<file path="config.mk">
export PLATFORM = sky130hd
export DESIGN_NAME = periph_bus_controller_flat
export DESIGN_NICKNAME = d
export VERILOG_FILES = /design/src/rtl/periph_bus_controller_pkg.sv /design/src/rtl/periph_bus_controller_if.sv /design/src/rtl/periph_bus_controller_addr_decoder.sv /design/src/rtl/periph_bus_controller.sv /design/src/flat_wrapper.sv
export SDC_FILE = /design/constraint.sdc
export NUM_CORES = 1
export LEC_CHECK = 0
export CAP_MARGIN = 20
export CORE_AREA = 2 2 109 111
export CTS_BUF_LIST = sky130_fd_sc_hd__clkbuf_16
export CTS_CLUSTER_DIAMETER = 200
export DETAILED_ROUTE_END_ITERATION = 8
export DIE_AREA = 0 0 111 113
export GPL_ROUTABILITY_DRIVEN = 0
export PLACE_DENSITY = 0.84
export SYNTH_ARGS = -nofsm -noshare
export SYNTH_HDL_FRONTEND = slang
export SYNTH_HIERARCHICAL = 1
export SYNTH_SLANG_ARGS = --single-unit
</file>
<file path="constraint.sdc">
create_clock -name clock -period 1.75 [get_ports clock]
set_input_delay 0.2625 -clock clock [delete_from_list [all_inputs] [get_ports clock]]
set_output_delay 0.2625 -clock clock [all_outputs]
set_load 0.02 [all_outputs]
</file>
<file path="src/rtl/periph_bus_controller_pkg.sv">
// Shared types and constants for the peripheral bus controller.
// Imported by the interface, the decoder and the top.
package periph_pkg;

  typedef enum logic [1:0] {
    IDLE,
    ACCESS,
    DONE,
    ERROR
  } state_t;

  localparam int SEL_W = 4;
  localparam int REG_W = 4;
  localparam int MAX_PERIPH = 16;
  localparam logic [31:0] ERR_WORD = 32'h0;

endpackage

</file>
<file path="src/rtl/periph_bus_controller_if.sv">
// Core-side and peripheral-side bus bundle of the controller.
// master = controller view, slave = core/peripheral environment view.
interface periph_bus_controller_if
  import periph_pkg::*;
#(
  parameter int N_PERIPH = 3,
  parameter int DATA_W = 32
);

  logic [31:0] address;
  logic rw;
  logic ce;
  logic [DATA_W-1:0] data_from_mips;
  logic [DATA_W-1:0] data_to_mips;
  logic stall;
  logic bus_error;
  logic [N_PERIPH-1:0] ce_out;
  logic [N_PERIPH-1:0] rw_out;
  logic [REG_W-1:0] address_reg;
  logic [DATA_W-1:0] data_to_periph;
  logic [N_PERIPH*DATA_W-1:0] data_from_periph;
  logic [N_PERIPH-1:0] periph_ready;

  modport master (
    input  address, rw, ce, data_from_mips,
    input  data_from_periph, periph_ready,
    output data_to_mips, stall, bus_error,
    output ce_out, rw_out, address_reg, data_to_periph
  );

  modport slave (
    output address, rw, ce, data_from_mips,
    output data_from_periph, periph_ready,
    input  data_to_mips, stall, bus_error,
    input  ce_out, rw_out, address_reg, data_to_periph
  );

endinterface

</file>
<file path="src/rtl/periph_bus_controller_addr_decoder.sv">
// Selector to one-hot peripheral enable; valid is low for
// selectors with no attached peripheral.
module periph_addr_decoder
  import periph_pkg::*;
#(
  parameter int N_PERIPH = 3
) (
  input  logic [SEL_W-1:0]    sel,
  output logic [N_PERIPH-1:0] onehot,
  output logic                valid
);

  always_comb begin
    onehot = '0;
    for (int i = 0; i < N_PERIPH; i++)
      onehot[i] = (sel == SEL_W'(i));
    valid = |onehot;
  end

endmodule

</file>
<file path="src/rtl/periph_bus_controller.sv">
// MIPS data port to peripheral bus controller with bus-error termination.
// Define PERIPH_TIMEOUT_EN to abort accesses whose peripheral never answers.
module periph_bus_controller
  import periph_pkg::*;
#(
  parameter int N_PERIPH = 3,
  parameter int DATA_W = 32,
  parameter int SEL_LSB = 8,
  parameter int TIMEOUT_CYCLES = 255
) (
  input logic clock,
  input logic reset_n,
  periph_bus_controller_if.master bus
);

  state_t state, state_nx;

  logic req;
  logic [SEL_W-1:0] sel;
  logic [N_PERIPH-1:0] sel_oh;
  logic sel_ok;

  logic [N_PERIPH-1:0] ce_q;
  logic rw_q;
  logic [REG_W-1:0] reg_q;
  logic [DATA_W-1:0] wdata_q;
  logic [DATA_W-1:0] rdata_q;

  logic ready_hit;
  logic expire;
  logic [DATA_W-1:0] rd_mux;
  logic stall_c;
  logic err_c;
  logic [DATA_W-1:0] dout_c;
  logic unused;

  assign req = bus.ce && bus.address[31];
  assign sel = bus.address[SEL_LSB+SEL_W-1:SEL_LSB];
  assign unused = ^bus.address;

  periph_addr_decoder #(
    .N_PERIPH(N_PERIPH)
  ) u_dec (
    .sel(sel),
    .onehot(sel_oh),
    .valid(sel_ok)
  );

  // ce_q doubles as the latched selector mask
  assign ready_hit = |(bus.periph_ready & ce_q);

  always_comb begin
    rd_mux = '0;
    for (int i = 0; i < N_PERIPH; i++)
      if (ce_q[i])
        rd_mux = rd_mux | bus.data_from_periph[i*DATA_W +: DATA_W];
  end

`ifdef PERIPH_TIMEOUT_EN
  logic [7:0] cnt;

  assign expire = !ready_hit &&
    (cnt == 8'(TIMEOUT_CYCLES - 1));

  always_ff @(posedge clock or negedge reset_n) begin
    if (!reset_n)
      cnt <= '0;
    else if (state == IDLE)
      cnt <= '0;
    else if (state == ACCESS && !ready_hit)
      cnt <= cnt + 8'd1;
  end
`else
  assign expire = 1'b0;
`endif

  always_ff @(posedge clock or negedge reset_n) begin
    if (!reset_n)
      state <= IDLE;
    else
      state <= state_nx;
  end

  always_comb begin
    state_nx = state;
    stall_c = 1'b0;
    err_c = 1'b0;
    dout_c = DATA_W'(ERR_WORD);
    case (state)
      IDLE: begin
        if (req) begin
          stall_c = 1'b1;
          state_nx = sel_ok ? ACCESS : ERROR;
        end
      end
      ACCESS: begin
        stall_c = 1'b1;
        if (ready_hit)
          state_nx = DONE;
        else if (expire)
          state_nx = ERROR;
      end
      DONE: begin
        if (!rw_q)
          dout_c = rdata_q;
        state_nx = IDLE;
      end
      ERROR: begin
        err_c = 1'b1;
        state_nx = IDLE;
      end
      default: state_nx = IDLE;
    endcase
  end

  always_ff @(posedge clock or negedge reset_n) begin
    if (!reset_n) begin
      ce_q <= '0;
      rw_q <= 1'b0;
      reg_q <= '0;
      wdata_q <= '0;
      rdata_q <= '0;
    end else if (state == IDLE) begin
      if (req && sel_ok) begin
        ce_q <= sel_oh;
        rw_q <= bus.rw;
        reg_q <= bus.address[SEL_LSB-1:SEL_LSB-REG_W];
        wdata_q <= bus.data_from_mips;
      end
    end else if (state == ACCESS) begin
      if (ready_hit) begin
        ce_q <= '0;
        if (!rw_q)
          rdata_q <= rd_mux;
      end else if (expire) begin
        ce_q <= '0;
      end
    end
  end

  assign bus.stall = stall_c;
  assign bus.bus_error = err_c;
  assign bus.data_to_mips = dout_c;
  assign bus.ce_out = ce_q;
  assign bus.rw_out = ce_q & {N_PERIPH{rw_q}};
  assign bus.address_reg = reg_q;
  assign bus.data_to_periph = wdata_q;

endmodule

</file>
<file path="src/flat_wrapper.sv">
// flat-port wrapper written by rule: the top's interface ports become plain ports
module periph_bus_controller_flat import periph_pkg::*;
#(
  parameter int N_PERIPH = 3,
  parameter int DATA_W = 32,
  parameter int SEL_LSB = 8,
  parameter int TIMEOUT_CYCLES = 255
)
  (clock, reset_n, bus_address, bus_rw, bus_ce, bus_data_from_mips, bus_data_from_periph, bus_periph_ready, bus_data_to_mips, bus_stall, bus_bus_error, bus_ce_out, bus_rw_out, bus_address_reg, bus_data_to_periph);
  periph_bus_controller_if #(.N_PERIPH(N_PERIPH), .DATA_W(DATA_W)) bus_i ();
  input logic clock;
  input logic reset_n;
  input wire logic [$bits(bus_i.address)-1:0] bus_address;
  input wire logic [$bits(bus_i.rw)-1:0] bus_rw;
  input wire logic [$bits(bus_i.ce)-1:0] bus_ce;
  input wire logic [$bits(bus_i.data_from_mips)-1:0] bus_data_from_mips;
  input wire logic [$bits(bus_i.data_from_periph)-1:0] bus_data_from_periph;
  input wire logic [$bits(bus_i.periph_ready)-1:0] bus_periph_ready;
  output wire logic [$bits(bus_i.data_to_mips)-1:0] bus_data_to_mips;
  output wire logic [$bits(bus_i.stall)-1:0] bus_stall;
  output wire logic [$bits(bus_i.bus_error)-1:0] bus_bus_error;
  output wire logic [$bits(bus_i.ce_out)-1:0] bus_ce_out;
  output wire logic [$bits(bus_i.rw_out)-1:0] bus_rw_out;
  output wire logic [$bits(bus_i.address_reg)-1:0] bus_address_reg;
  output wire logic [$bits(bus_i.data_to_periph)-1:0] bus_data_to_periph;
  assign bus_i.address = bus_address;
  assign bus_i.rw = bus_rw;
  assign bus_i.ce = bus_ce;
  assign bus_i.data_from_mips = bus_data_from_mips;
  assign bus_i.data_from_periph = bus_data_from_periph;
  assign bus_i.periph_ready = bus_periph_ready;
  assign bus_data_to_mips = bus_i.data_to_mips;
  assign bus_stall = bus_i.stall;
  assign bus_bus_error = bus_i.bus_error;
  assign bus_ce_out = bus_i.ce_out;
  assign bus_rw_out = bus_i.rw_out;
  assign bus_address_reg = bus_i.address_reg;
  assign bus_data_to_periph = bus_i.data_to_periph;
  periph_bus_controller #(.N_PERIPH(N_PERIPH), .DATA_W(DATA_W), .SEL_LSB(SEL_LSB), .TIMEOUT_CYCLES(TIMEOUT_CYCLES)) u_core (.clock(clock), .reset_n(reset_n), .bus(bus_i));
endmodule
</file>
### Signal wires on met3

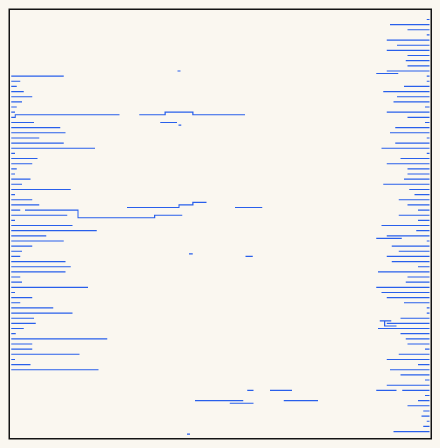
The layer carries 1,160 um of wire. The wires run mostly horizontal. 149 nets have wire on it.
DRT Wirelength: 11,810 um
via total after detailed routing: 3,383
GR Layer Usage met3: 0.07124

### Congestion heat map

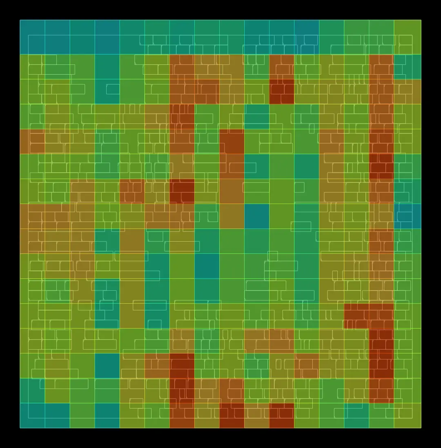
global route hottest layer: met2
global routing met1 resource utilization: 0.1931
combined global-route utilization of all metal layers: 0.1839
met2 Usage GRT: 0.3436
Avg WL per Cell: 17.17 um

### I/O pins on the die edge

Pins as bars across the die edge, other pins in gray.
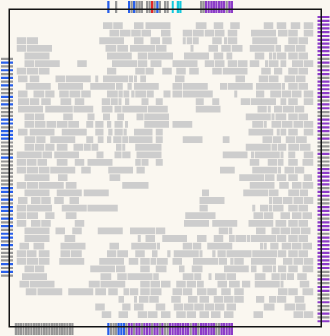
bus_data_from_mips: in blue, pins 32, direction input, edge 24 west, 4 north, 4 south. bus_ce: in red, pins 1, direction input, edge north. bus_periph_ready: in cyan, pins 3, direction input, edge north. bus_data_from_periph: in purple, pins 96, direction input, edge 55 east, 31 south, 10 north.
All pins by edge: 81 east, 72 south, 58 west, 32 north.
die outline width: 111 um
port buffer count: 219
DIE HEIGHT: 113 um

### Signal wires by layer

Two of the layers only.
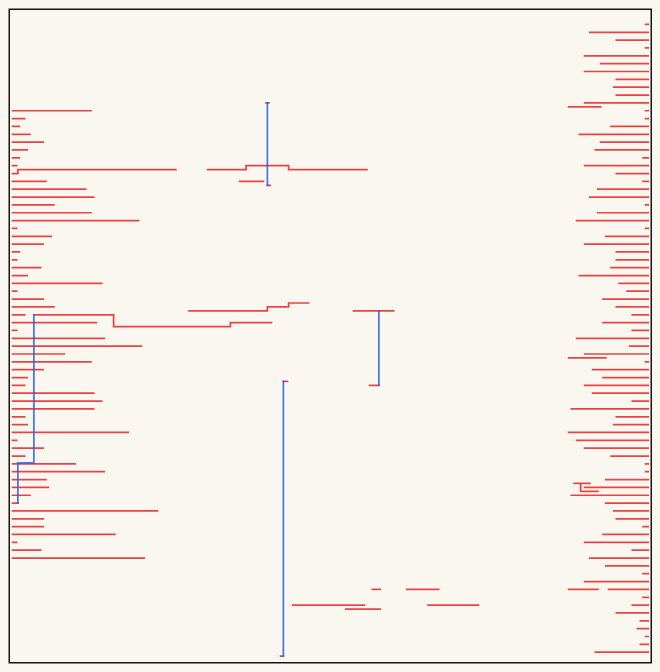
metal 4: in blue, wire length 110 um. metal 3: in red, wire length 1,160 um.

### Sequential cells grouped by signal name

Other sequential cells in the stronger gray, the rest of the logic in the fainter gray.
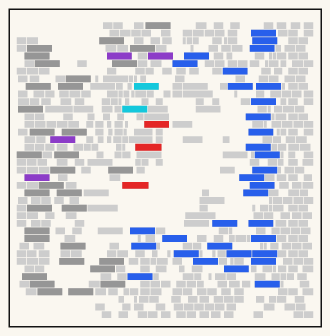
u_core/bus.ce_out: in red, flops 3. u_core/rdata_q: in blue, flops 32. u_core/state: in cyan, flops 2. u_core/bus.address_reg: in purple, flops 4.
Another 33 sequential cells are not colored.
sequential share of cell area: 0.2776
sequential cell area in the final layout: 0.001854 sq mm
Core Util, Final: 0.5925
Sequential Power: 0.00298 W

==> results.toml <==
# implementation run metrics
[pwr]
power.net_switching_w = 0.003488
power.internal_w = 0.006422
power_frac_clock = 0.211
share_comb_of_total_power = 0.489
pg_comb_w = 0.00484
power_top_consumer = "combinational logic"
leakage_nw = 2.922

[logic_synthesis]
post_synth_main_logic_family = "multiplexers"
synthTopCellsByCount = "74 x sky130_fd_sc_hd__dfrtp_1, 37 x sky130_fd_sc_hd__and2_1, 37 x sky130_fd_sc_hd__mux2_1"
post_synthesis_instance_area_sq_mm = 0.003650
number_of_standard_cells_after_synthesis = 299
netlist.area_leader.share = 0.5074
synth.cellmix.simpleShare = 0.1032
mux_area_frac = 0.2019
primary_flip_flop_cell_chosen_by_synthesis_mapping = "sky130_fd_sc_hd__dfrtp_1"
xor_area_frac = 0
synth-async-reset-ratio = 1.000

[sta]
clock-skew-final_ps = 6.598
fin_crit_ps = 1784
timing.final.ws_setup_ps = -34.40
fmax_ghz = 0.5604
report.final.slew_viol_count = 0
setup_violations = 31

[flow_run]
cap_viol_max_count = 0
stage_log_warnings = 51

[global_routing]
gr-total-overflow = 0
global_route_wire_length_before_repair_um = 18490

[final_layout]
final_non_clock_buffer_share = 0.3915
n_antenna_cell = 0
num-nonclk-buffers = 255
largestClassByArea = "non-clock buffers"
layout_top_cells = "179 x sky130_fd_sc_hd__clkdlybuf4s50_1, 72 x sky130_fd_sc_hd__dfrtp_1, 37 x sky130_fd_sc_hd__mux2_1, 36 x sky130_fd_sc_hd__inv_1, 34 x sky130_fd_sc_hd__buf_6"
fillers = 912
numSequentialCells = 74
comb_share = 0.2329

[floorplan]
ios = 243
fp.coreArea_sq_mm = 0.01127

[placement]
place_inst = 661

[worst_setup_path]
required_ps = 1490
cpMaxStageDelayCell = "sky130_fd_sc_hd__dfrtp_1"
critical_path.max_fanout = 16
critPathCaptureType = "output pin"
critical_path_arrival_ps = 1520
critical_path.reg2reg.endpoint = "u_core/bus.data_to_periph[16]$_DFFE_PN0P_"
regToRegStartpoint = "u_core/state[0]$_DFFE_PN0P_"

[clocking]
clk_path_buf_depth = 2
clkSlewWorstSetupHoldPaths_ps = 60
clock_insertion_delay_worst_skew_ps = 330

[outcome]
outcome = "complete, but fails checks"
violations_in_the_final_reports = "setup timing"

[route]
drt_drc_violations_left = 0
route.top_layer_used = "met4"

[worst_hold_path]
min_path_type = "primary input to async pin"
how the worst min path moves through the flow:
stage	startpoint	endpoint	cells past startpoint
final	reset_n	u_core/rdata_q[18]$_DFFE_PN0P_	2
after global routing	reset_n	u_core/rdata_q[18]$_DFFE_PN0P_	2
after CTS	reset_n	u_core/rdata_q[18]$_DFFE_PN0P_	2
after detailed placement	reset_n	u_core/rdata_q[18]$_DFFE_PN0P_	1
after global placement	reset_n	u_core/rdata_q[18]$_DFFE_PN0P_	1
after floorplan	reset_n	u_core/bus.address_reg[0]$_DFFE_PN0P_	0
what timing repair did:
action                     in CTS  in global routing
hold endpoints to repair       34                  0
pin swaps                       1                  4
resized                       196                 28
gates cloned                    1                  3
hold buffers                    1                  0
buffers inserted                0                  6
setup endpoints to repair      81                 78
Power figures rest on the tool's default switching activity, not on a simulated workload.
